<file path="config.mk">
export PLATFORM = sky130hd
export DESIGN_NAME = inst_fetch_queue
export DESIGN_NICKNAME = d
export VERILOG_FILES = /design/src/rtl/inst_fetch_queue.sv
export SDC_FILE = /design/constraint.sdc
export NUM_CORES = 1
export LEC_CHECK = 0
export CORE_UTILIZATION = 51
export CTS_CLUSTER_DIAMETER = 150
export DETAILED_ROUTE_END_ITERATION = 10
export GPL_TIMING_DRIVEN = 0
export PLACE_DENSITY = 0.81
export SYNTH_ARGS = -nofsm -noshare
export SYNTH_HDL_FRONTEND = slang
export SYNTH_SLANG_ARGS = --single-unit
</file>
<file path="constraint.sdc">
create_clock -name CLK -period 7.5 [get_ports CLK]
set_clock_uncertainty 0.2 [all_clocks]
set_input_delay 0.75 -clock CLK [delete_from_list [all_inputs] [get_ports CLK]]
set_output_delay 0.75 -clock CLK [all_outputs]
set_load 0.005 [all_outputs]
</file>
<file path="src/rtl/inst_fetch_queue.sv">
// inst_fetch_queue
//   Fetch stage sitting behind the PC register. Issues one word read at a time
//   to instruction memory, buffers returned instructions (with their PC and a
//   misalignment fault flag) in a DEPTH-entry FIFO and hands them to decode.
//
// Ports
//   CLK, RESET                 clock, asynchronous active-high reset
//   pc_in / pc_advance         current PC in; PC consumed this cycle out
//   redirect                   flush queue and any in-flight fetch
//   imem_req_valid/ready/addr  memory read request (addr = pc_in)
//   imem_resp_valid/data       memory read data, one-cycle pulse
//   inst_valid/ready           queue head handshake to decode
//   inst_data/pc/fault         queue head contents (data is 0 on fault)
module inst_fetch_queue #(
  parameter int DEPTH  = 2,
  parameter int DATA_W = 32,
  parameter int ADDR_W = 32
) (
  input  logic              CLK,
  input  logic              RESET,
  input  logic [ADDR_W-1:0] pc_in,
  output logic              pc_advance,
  input  logic              redirect,
  output logic              imem_req_valid,
  input  logic              imem_req_ready,
  output logic [ADDR_W-1:0] imem_req_addr,
  input  logic              imem_resp_valid,
  input  logic [DATA_W-1:0] imem_resp_data,
  output logic              inst_valid,
  input  logic              inst_ready,
  output logic [DATA_W-1:0] inst_data,
  output logic [ADDR_W-1:0] inst_pc,
  output logic              inst_fault
);

  localparam int PTR_W = $clog2(DEPTH);
  localparam int CNT_W = PTR_W + 1;

  typedef enum logic [1:0] {IDLE, WAIT, DRAIN} state_t;

  typedef struct packed {
    logic              fault;
    logic [ADDR_W-1:0] pc;
    logic [DATA_W-1:0] data;
  } entry_t;

  state_t            state;
  entry_t            mem [DEPTH];
  logic [PTR_W-1:0]  rd_ptr, wr_ptr;
  logic [CNT_W-1:0]  count;
  logic [ADDR_W-1:0] fl_pc;      // PC of the fetch currently in flight

  logic             pop, push, accept, fault_push, resp_push;
  logic             aligned, can_issue, credit;
  logic [CNT_W-1:0] cnt_after_pop, occ;
  entry_t           push_entry, head;

  assign head       = mem[rd_ptr];
  assign inst_valid = (count != '0);
  assign inst_fault = head.fault;
  assign inst_pc    = head.pc;
  assign inst_data  = head.data;

  assign pop = inst_valid && inst_ready;

  // An in-flight fetch already owns a slot; the new request needs one more,
  // so occupancy-after-pop plus in-flight must leave room.
  assign cnt_after_pop = count - CNT_W'(pop);
  assign occ           = cnt_after_pop + CNT_W'(state == WAIT);
  assign credit        = occ < CNT_W'(DEPTH);

  assign aligned   = (pc_in[1:0] == 2'b00);
  // In WAIT a new request may go out in the cycle the response lands, which
  // sustains one instruction per cycle at single-cycle memory latency.
  assign can_issue = (state == IDLE) || ((state == WAIT) && imem_resp_valid);

  assign imem_req_valid = !RESET && !redirect && credit && aligned && can_issue;
  assign imem_req_addr  = RESET ? '0 : pc_in;
  assign accept         = imem_req_valid && imem_req_ready;

  // Misaligned PC never reaches memory; it becomes a fault entry directly.
  assign fault_push = !RESET && !redirect && credit && !aligned && (state == IDLE);
  assign resp_push  = !redirect && (state == WAIT) && imem_resp_valid;
  assign push       = fault_push || resp_push;
  assign pc_advance = accept || fault_push;

  always_comb begin
    push_entry = '0;
    if (fault_push) begin
      push_entry.fault = 1'b1;
      push_entry.pc    = pc_in;
    end else begin
      push_entry.pc    = fl_pc;
      push_entry.data  = imem_resp_data;
    end
  end

  always_ff @(posedge CLK or posedge RESET) begin
    if (RESET) begin
      state  <= IDLE;
      rd_ptr <= '0;
      wr_ptr <= '0;
      count  <= '0;
      fl_pc  <= '0;
      for (int i = 0; i < DEPTH; i++) mem[i] <= '0;
    end else if (redirect) begin
      rd_ptr <= '0;
      wr_ptr <= '0;
      count  <= '0;
      // An outstanding fetch must have its response swallowed. A response
      // landing in DRAIN together with a redirect is that very response, so
      // DRAIN is left rather than waiting for one that never comes.
      if ((state == WAIT || state == DRAIN) && !imem_resp_valid) state <= DRAIN;
      else                                                        state <= IDLE;
    end else begin
      if (push) begin
        mem[wr_ptr] <= push_entry;
        wr_ptr      <= wr_ptr + PTR_W'(1);
      end
      if (pop) rd_ptr <= rd_ptr + PTR_W'(1);
      count <= count + CNT_W'(push) - CNT_W'(pop);

      case (state)
        IDLE: if (accept) begin
          state <= WAIT;
          fl_pc <= pc_in;
        end
        WAIT: if (imem_resp_valid) begin
          if (accept) fl_pc <= pc_in;
          else        state <= IDLE;
        end
        DRAIN: if (imem_resp_valid) state <= IDLE;
        default: state <= IDLE;
      endcase
    end
  end

endmodule
</file>
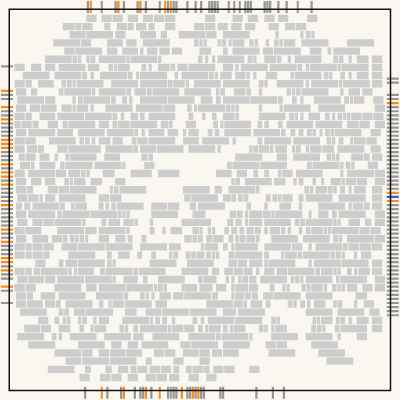
**Above:** run 1 (pin placement).
(3 px per um) Pins as bars across the die edge, other pins in grey.
legend:
  blue:
    port: `inst_fault`
    pins: 1
    direction: output
    edge: east
  orange:
    port: `imem_req_addr`
    pins: 32
    direction: output
    edge: 17 west, 7 south, 5 north, 3 east
all pins by edge: 57 east, 50 west, 35 north, 28 south

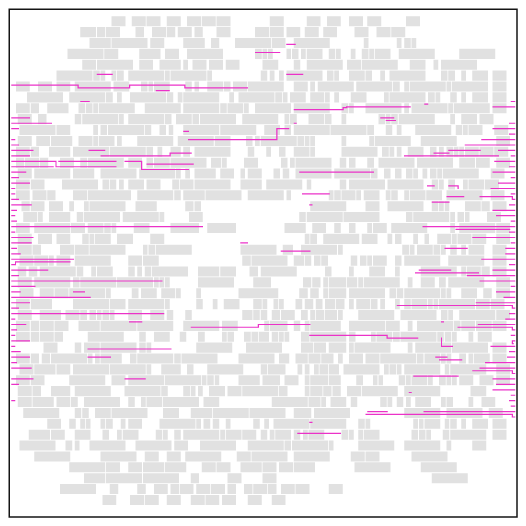
**Above:** run 1 (met3 routing).
(4 px per um)
wire length on this layer: 1160 um
main direction: horizontal
share of all routed wire: 5.9%
nets with wire on the layer: 138
longest straight run: 47.6 um

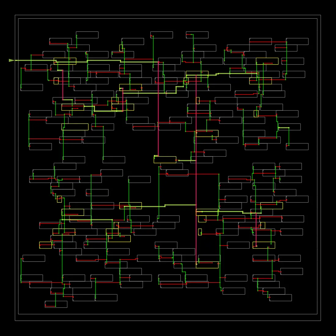
**Above:** run 1 (clock nets).
total CTS buffers: 17
clock buf count: 22
clock-net power: 816 uW
Late-Pin Clk Latency: 0.43 ns

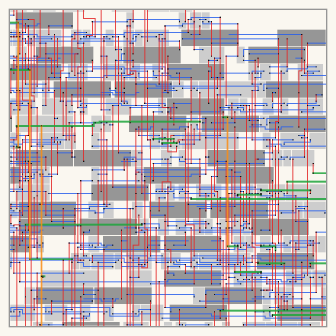
**Above:** run 1 (zoomed window).
Region (70, 70) to (120, 120) um. Cells in grey, sequential cells in the stronger grey; small squares are vias.
legend:
  green:
    layer: M3
  blue:
    layer: M1
  orange:
    layer: M4
  red:
    layer: M2
cells with their middle in the window: 169
sequential cells in the window: 36
most frequent: nand2_1 (49), dfrtp_1 (36), o21ai_0 (33)
netlist names of flops here include: `mem` (35), `fl_pc` (1)

==> results_slide.txt, run 1 <==
Run Summary

Global routing
  – GR peak layer: met2
  – GR Util met3: 6.28%
  – Grt total ovfl: 0
  – GRT Util Overall: 25.6%
  – Met2 GRT Util: 41.3%
  – Global-route wire length before repair: 31.7 mm

Synthesis
  – Top area cell types: dfrtp_1 53%, mux2_2 9.5%, o21ai_0 8.3%
  – Fraction of synthesized cell area in xor and xnor cells: 0.443%
  – Syn Inst Count: 739
  – Yosys stat chip area: 7910 sq um
  – Avg Cell Area, Syn: 10.7 sq um
  – Top logic family: multiplexers
  – Simple share: 13.1%
  – Top cell type by total area after synthesis: dfrtp_1
  – Mux share: 18.8%
  – Count of library flops with an enable pin: 0
  – Fa+ha+maj area frac: 0.949%
  – Post-synth regs: 168
  – Area of the mapped netlist: 7910 sq um

Pwr
  – Sequential logic power: 1440 uW
  – P_leak: 0.00474 uW
  – Sw Share: 29.7%
  – NetSw: 1070 uW
  – Pwr per Cell Area: 345 nW/um^2
  – Comb power: 1330 uW
  – Combinational Power Share: 37.2%

Clock network
  – CTS tree: done
  – Hold Buf Count CTS: 0
  – Root Buffer: clkbuf_16
  – Bufs on Longest Clock Path: 2
  – Clock sink count: 168
  – Resized cells post-CTS: 0
  – # Post-CTS Setup Buffers: 0

Critical path
  – Arrival time at the worst endpoint: 3.37 ns
  – Crit Path Class: input port to output port
  – CP peak stage delay: 0.67 ns
  – Worst reg2reg path startpoint: state[1]
  – Slowest cell on the critical path: clkdlybuf4s50_1
  – Kind of cell adding the most delay to the critical path: buffers and inverters
  – Worst R2R End: count[1]
  – End point of the critical path: pc_advance
  – Worst Reg2Reg Path Length in Cells: 15
  – Worst path cell trace: clkdlybuf4s50_1 -> nor2_2 -> nand4_1 -> nor2b_1 -> nor2_1 -> buf_2 -> buf_2 -> nand2_1 -> clkdlybuf4s50_1

Floorplanning
  – FP Core Util: 52.3%
  – Die boundary width: 127 um
  – Die area: 16000 sq um
  – Core area: 15100 sq um
  – TAP cells: 188

Routing
  – DR top layer: met5
  – Aggregate routed wire length: 19.5 mm
  – # DRC: 0
  – Initial DRC Count: 275
  – Average wire per standard cell: 17.3 um
  – Via/cell ratio: 5.43

Place
  – PortBufs: 168
  – Dpl hpwl: 13.2 mm
  – Post-Place Cells: 1096
  – Post-Place Worst Slack: 3.21 ns

Final timing
  – Finish-stage setup viols: 0
  – Final hold violations: 0
  – Tcrit/Tclk final: 57.6%
  – RSZ-0062 raised after global routing: no
  – Worst hold slack: 0.273 ns
  – Slew margin rel.: 49.9%

Layout
  – Top Layout Cells: 168 x dfrtp_1, 168 x clkdlybuf4s50_1, 165 x nand2_1, 131 x o21ai_0, 67 x mux2_2
  – Non-CTS inverters: 7
  – Storage cell area: 4200 sq um
  – Sequential share of cell area: 40.4%
  – Registers: 168
  – Non-clock buffers: 221
  – Post-Layout Inst Area: 10400 sq um
  – N_diodes: 0
  – Fillcell total: 1157
  – Post-Layout Cell Count: 1127

Hold path
  – Hold Path Stages: 2
  – HP Start: mem[13]

Status
  – Status: finished clean
==> inputs of run 2 (changes only) <==
==> constraint.sdc (replaced) <==
create_clock -name CLK -period 4 [get_ports CLK]
set_clock_uncertainty 0.2 [all_clocks]
set_input_delay 0.4 -clock CLK [delete_from_list [all_inputs] [get_ports CLK]]
set_output_delay 0.4 -clock CLK [all_outputs]
set_load 0.005 [all_outputs]
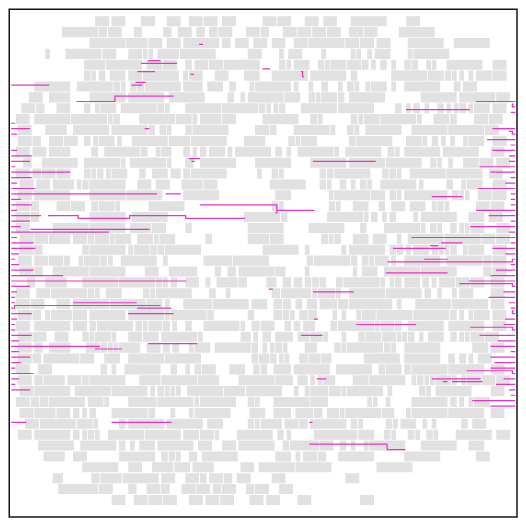
**Above:** run 2 (met3 routing).
(4 px per um)
wire length on this layer: 1010 um
share of all routed wire: 5.2%

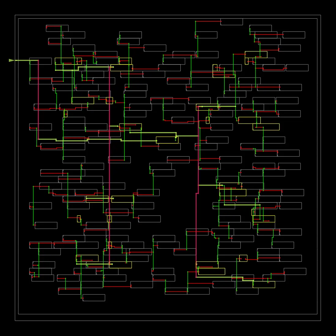
**Above:** run 2 (clock nets).
clock buf count: 24
clock sink count: 168
registers: 168

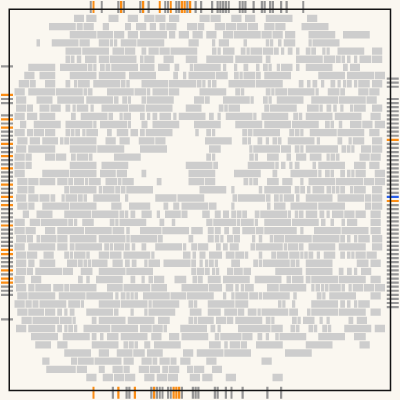
**Above:** run 2 (pin placement).
(3 px per um) Pins as bars across the die edge, other pins in grey.
legend:
  blue:
    port: `inst_fault`
    pins: 1
    direction: output
    edge: east
  orange:
    port: `imem_req_addr`
    pins: 32
    direction: output
    edge: 15 west, 8 north, 7 south, 2 east
all pins by edge: 55 east, 50 west, 38 north, 27 south

==> run 2 against run 1 <==
Net effect: cell area grew 0.97%; clock-buffer cell count increased by 2; clock power is 100% higher; sequential share of layout area is 0.39 points lower; register-to-register slack lost 3.6 ns; core utilization is 0.67 points higher; critical path depth unchanged; critical endpoint unchanged; largest power group unchanged; highest routed layer is now met4.
==> results_slide.txt, run 2 <==
Run Summary

Synthesis
  – Area of the mapped netlist: 7910 sq um
  – Cells in synth_stat.txt: 739
  – Avg Cell Area, Syn: 10.7 sq um
  – Fraction of synthesized cell area in xor and xnor cells: 0.443%
  – Syn Nets: 815
  – Mux share: 18.8%
  – Top logic family: multiplexers
  – Top area cell types: dfrtp_1 53%, mux2_2 9.5%, o21ai_0 8.3%
  – YS warnings: 0
  – Fa+ha+maj area frac: 0.949%
  – Yosys stat chip area: 7910 sq um
  – Post-synth regs: 168
  – Syn Inst Count: 739
  – Count of library flops with an enable pin: 0

Final timing
  – Tcrit/Tclk final: 93.8%
  – Slew Limit Fails: 0
  – Finish-stage setup viols: 0
  – RSZ-0062 raised after global routing: no
  – Slew margin rel.: 51.4%
  – Worst hold slack: 0.0960 ns
  – Final hold violations: 0
  – Final worst slack: 0.248 ns

Global routing
  – Grt total ovfl: 0
  – GRT Util Overall: 26.2%
  – Global-route wire length before repair: 32.2 mm
  – Met1 Resource Use GR: 35.9%
  – Vias in the first global route: 6240
  – Met2 GRT Util: 41.6%
  – GR peak layer: met2

Critical path
  – End point of the critical path: pc_advance
  – Kind of cell adding the most delay to the critical path: buffers and inverters
  – Slowest cell on the critical path: clkdlybuf4s50_1
  – Crit-path max FO: 10
  – Crit Path Class: input port to output port
  – Arrival time at the worst endpoint: 3.15 ns
  – Worst path cell trace: clkdlybuf4s50_1 -> nor2_2 -> nand3_1 -> and2b_1 -> nor2_1 -> buf_2 -> buf_2 -> nand2_1 -> clkdlybuf4s50_1
  – Worst R2R End: count[1]
  – CP peak stage delay: 0.89 ns
  – Crit path launch: RESET
  – Worst Reg2Reg Path Length in Cells: 14
  – Worst reg2reg path startpoint: state[1]

Floorplanning
  – Ports: 170
  – Die boundary width: 127 um
  – FP Core Util: 52.3%
  – TAP cells: 188
  – Core area: 15100 sq um
  – Die area: 16000 sq um

Clock network
  – Root Buffer: clkbuf_16
  – Resized cells post-CTS: 0
  – Bufs on Longest Clock Path: 2
  – Late-Pin Clk Latency: 0.43 ns
  – # Post-CTS Setup Buffers: 0
  – CTS tree: done

Hold path
  – Hold Path Stages: 2
  – HP Start: redirect

Routing
  – Aggregate routed wire length: 19.4 mm
  – Via/cell ratio: 5.31
  – Average wire per standard cell: 17.1 um
  – DR top layer: met4
  – Initial DRC Count: 321
  – Drt pass-1 iters: 4
  – Via count: 6015
  – # DRC: 0
  – Met2 wire length: 9.16 mm

Layout
  – N_diodes: 1
  – Fillcell total: 1137
  – Post-Layout Cell Count: 1132
  – Top Layout Cells: 168 x dfrtp_1, 168 x clkdlybuf4s50_1, 165 x nand2_1, 131 x o21ai_0, 67 x mux2_2
  – Non-CTS inverters: 7
  – Non-clock buffers: 224
  – Storage cell area: 4200 sq um
  – Post-Layout Inst Area: 10500 sq um
  – Multi-input gate count: 512
  – Sequential share of cell area: 40.0%

Pwr
  – Sw Share: 29.2%
  – Clock-net power: 1650 uW
  – Combinational Power Share: 36.6%
  – Pwr per Cell Area: 652 nW/um^2
  – NetSw: 2000 uW
  – P_leak: 0.00478 uW
  – Sequential logic power: 2700 uW
  – Comb power: 2510 uW

Status
  – Status: finished clean

Flow run
  – Tool warnings: 29

Place
  – Post-DP Area: 9920 sq um
  – Dpl hpwl: 13.5 mm
  – Post-Place Worst Slack: 0.306 ns
  – Post-Place Cells: 1099
  – PortBufs: 168
Power is estimated from default activity; no workload was simulated.
